==> src/rtl/timer_counter_param.sv <==
// WIDTH-bit up/down timer counter with selectable tick source, load, optional
// auto-reload, and overflow/underflow pulses with sticky flags.
module timer_counter_param #(
    parameter int WIDTH   = 8,
    parameter int PRESC_W = 3
) (
    input  logic             PCLK,
    input  logic             PRESET,
    input  logic             enable,
    input  logic             down,
    input  logic [1:0]       clk_sel,
    input  logic             tick_in,
    input  logic             load,
    input  logic [WIDTH-1:0] load_value,
    input  logic             auto_reload,
    input  logic             flag_clr,
    output logic [WIDTH-1:0] counter_value,
    output logic             ovf_pulse,
    output logic             udf_pulse,
    output logic             ovf_flag,
    output logic             udf_flag
);

    localparam logic [WIDTH-1:0] CNT_MAX = '1;

    logic               sync1, sync2, hist;
    logic               ext_tick;
    logic [PRESC_W-1:0] presc;
    logic               src_tick, tick;
    logic [WIDTH-1:0]   cnt_nxt;
    logic               ovf_nxt, udf_nxt;

    // External tick synchroniser runs regardless of enable so edges are never stale
    always_ff @(posedge PCLK) begin
        if (PRESET) begin
            sync1 <= 1'b0;
            sync2 <= 1'b0;
            hist  <= 1'b0;
        end else begin
            sync1 <= tick_in;
            sync2 <= sync1;
            hist  <= sync2;
        end
    end

    assign ext_tick = sync2 & ~hist;

    always_ff @(posedge PCLK) begin
        if (PRESET || !enable) presc <= '0;
        else                   presc <= presc + PRESC_W'(1);
    end

    always_comb begin
        src_tick = 1'b0;
        case (clk_sel)
            2'b00:   src_tick = ext_tick;
            2'b01:   src_tick = presc[0];
            2'b10:   src_tick = &presc[1:0];
            default: src_tick = &presc;
        endcase
    end

    assign tick = enable & src_tick;

    always_comb begin
        cnt_nxt = counter_value;
        ovf_nxt = 1'b0;
        udf_nxt = 1'b0;
        if (load) begin
            cnt_nxt = load_value;
        end else if (tick && !down) begin
            if (counter_value == CNT_MAX) begin
                cnt_nxt = auto_reload ? load_value : '0;
                ovf_nxt = 1'b1;
            end else begin
                cnt_nxt = counter_value + WIDTH'(1);
            end
        end else if (tick && down) begin
            if (counter_value == '0) begin
                cnt_nxt = auto_reload ? load_value : CNT_MAX;
                udf_nxt = 1'b1;
            end else begin
                cnt_nxt = counter_value - WIDTH'(1);
            end
        end
    end

    // A set in the same cycle as flag_clr wins so no event is lost
    always_ff @(posedge PCLK) begin
        if (PRESET) begin
            counter_value <= '0;
            ovf_pulse     <= 1'b0;
            udf_pulse     <= 1'b0;
            ovf_flag      <= 1'b0;
            udf_flag      <= 1'b0;
        end else begin
            counter_value <= cnt_nxt;
            ovf_pulse     <= ovf_nxt;
            udf_pulse     <= udf_nxt;
            ovf_flag      <= ovf_nxt | (ovf_flag & ~flag_clr);
            udf_flag      <= udf_nxt | (udf_flag & ~flag_clr);
        end
    end

endmodule

==> config.mk <==
export PLATFORM = sky130hd
export DESIGN_NAME = timer_counter_param
export DESIGN_NICKNAME = d
export VERILOG_FILES = /design/src/rtl/timer_counter_param.sv
export SDC_FILE = /design/constraint.sdc
export NUM_CORES = 1
export LEC_CHECK = 0
export CORE_MARGIN = 2
export CORE_UTILIZATION = 30
export DETAILED_ROUTE_END_ITERATION = 6
export PLACE_DENSITY_LB_ADDON = 0.08
export SYNTH_ARGS = -nofsm -noshare
export SYNTH_HDL_FRONTEND = slang
export SYNTH_SLANG_ARGS = --single-unit
==> constraint.sdc <==
create_clock -name PCLK -period 2.8 [get_ports PCLK]
set_input_delay 0.84 -clock PCLK [delete_from_list [all_inputs] [get_ports PCLK]]
set_output_delay 0.84 -clock PCLK [all_outputs]
set_load 0.05 [all_outputs]
==> results.ini <==
[power]
p_leak_nw=0.6604
comb_power_share=0.321
p_total_uw=691.9

[critical_path]
cp_data_required_time_ns=3.00
cp.depth=6
cp.arrival_ns=2.83
path_buffers=1
endpoint=counter_value[7]
r2r_slack_ns=0.56

[placement]
gp_congestion=0.9025
post-place-ws_ns=-0.08503
place_area_um2=1708
port_buffers=29

[cts]
cts_setup_buffers=0
clkTransAtPathRegs_ns=0.07
htreeDepth=1

[global_route]
grtUsageMet3=0.03608
grt_pass1_wl_um=6396
grt_util_met1=0.2217
grtUsageMet2=0.2505
antenna_found_initial=0

[yosys]
synthSimpleGateAreaFrac=0.3017
edf_count=0
most_common_cell=dfxtp_1
aoi_share=0.2400
yosys_area_um2=1319
async_flop_share=0
syn_nets=191
syn_area_per_cell_um2=7.850
synth_area_um2=1319
netlist_logic_family_top=simple AND/OR/NAND/NOR gates
synth.distinct_cells=47

[finish]
lay_top_cells=clkdlybuf4s50_1 (29), dfxtp_1 (18), buf_4 (13)
inv_count=8
layout_top_cell=clkdlybuf4s50_1
nets=224
clkCellAreaFrac=0.02361
dominant_cells=logic gates

[drt]
drtIter0Drc=108

[flow_run]
cap_violations=0
log.warning_count=28

[floorplanning]
dieHeight_um=70.30
nWellTaps=52

[final_timing]
slew_violations=0
holdWs_ns=0.4370
rsz0062_at_grt=no
slew_headroom=0.6671

[run_status]
outcome=finished, final reports clean

## layer usage
| layer | vias up | wire, µm | part of all wire |
|---|---|---|---|
| met4 | 0 | 43 | 0.011 |
| met5 | - | 0 | 0 |
| met1 | 615 | 1748 | 0.46 |
| met2 | 50 | 1788 | 0.47 |
| met3 | 4 | 240 | 0.063 |
| li1 | 695 | - | - |
## worst register-to-register path: stages, from the launching register on
cell and delay [ns]:
dfxtp_1 0.44, inv_1 0.16, ha_1 0.24, nor3b_1 0.35, nand2_1 0.33, o311ai_0 0.45, o22ai_1 0.15
## worst min path at each step
stage	from	end	slack, ns
finish	sync1	sync2	0.44
global route	sync1	sync2	0.47
CTS	sync1	sync2	0.44
detailed placement	sync1	sync2	0.42
global placement	sync1	sync2	0.42
floorplan	sync1	sync2	0.41
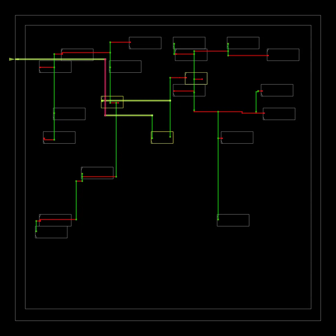
(images/clocks.png)
Clk. pwr: 185 µW
Worst-Skew Late Latency: 0.25 ns
clock buf count: 3
num sequential: 18
Sink Count: 18

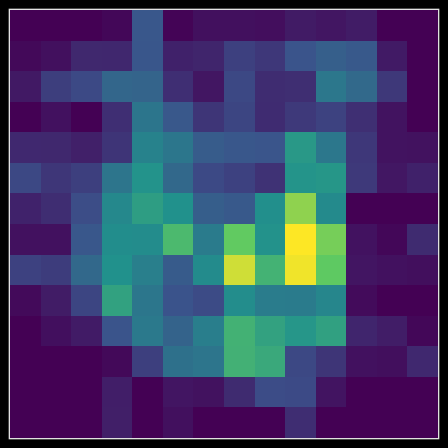
(images/metal_density.png)
14 x 14 tiles, from dark purple (low) to yellow (high), scaled to the fullest tile. Values are wire area over tile area, all layers added.
nearly empty tiles = 21%
emptiest ninth of the die = bottom left
tiles over half the peak = 12%
overall via count from detail_route: 1364
final WL: 3821 µm
post-DR wirelength/cell: 15.22 µm
Total GRT Usage: 0.1594

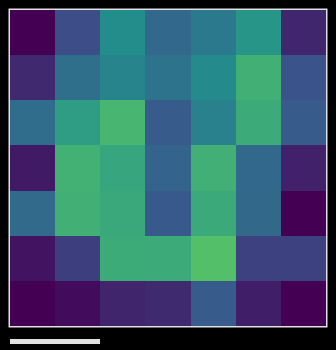
(images/cell_density.png)
The bar under the picture is 20 µm long. 7 x 7 tiles, from dark purple (low) to yellow (high), 0 to 100% covered.
mean over tiles = 34%
nearly empty tiles = 8.2%
fullest tile = 71%
Placeable Area: 4294 µm²
Final Core Density: 0.4073
Initial Utilization: 0.3071

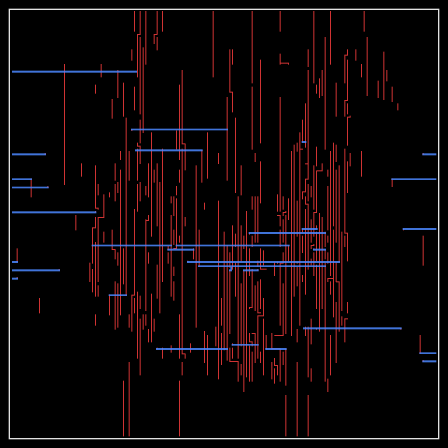
(images/wires.png)
Only two layers are drawn.
blue -> metal 3  # wire length 241 µm
red -> metal 2  # wire length 1790 µm

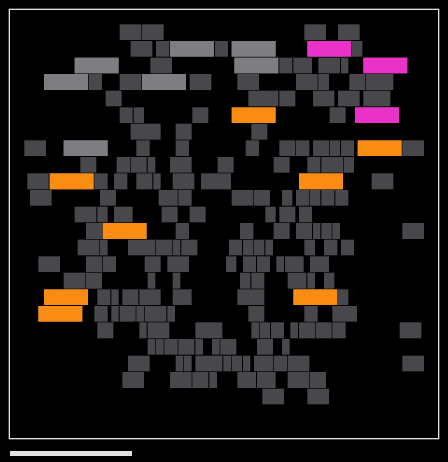
(images/flops_by_reg.png)
The bar under the picture is 20 µm long. Other sequential cells in the stronger gray, the rest of the logic in the fainter gray.
orange -> `counter_value`  # placed flops 8
magenta -> `presc`  # placed flops 3
not colored = 7
register area: 360.3 µm²
flop share of the area: 0.2060
Seq. pwr: 285 µW

Power and IR drop assume default switching activity.
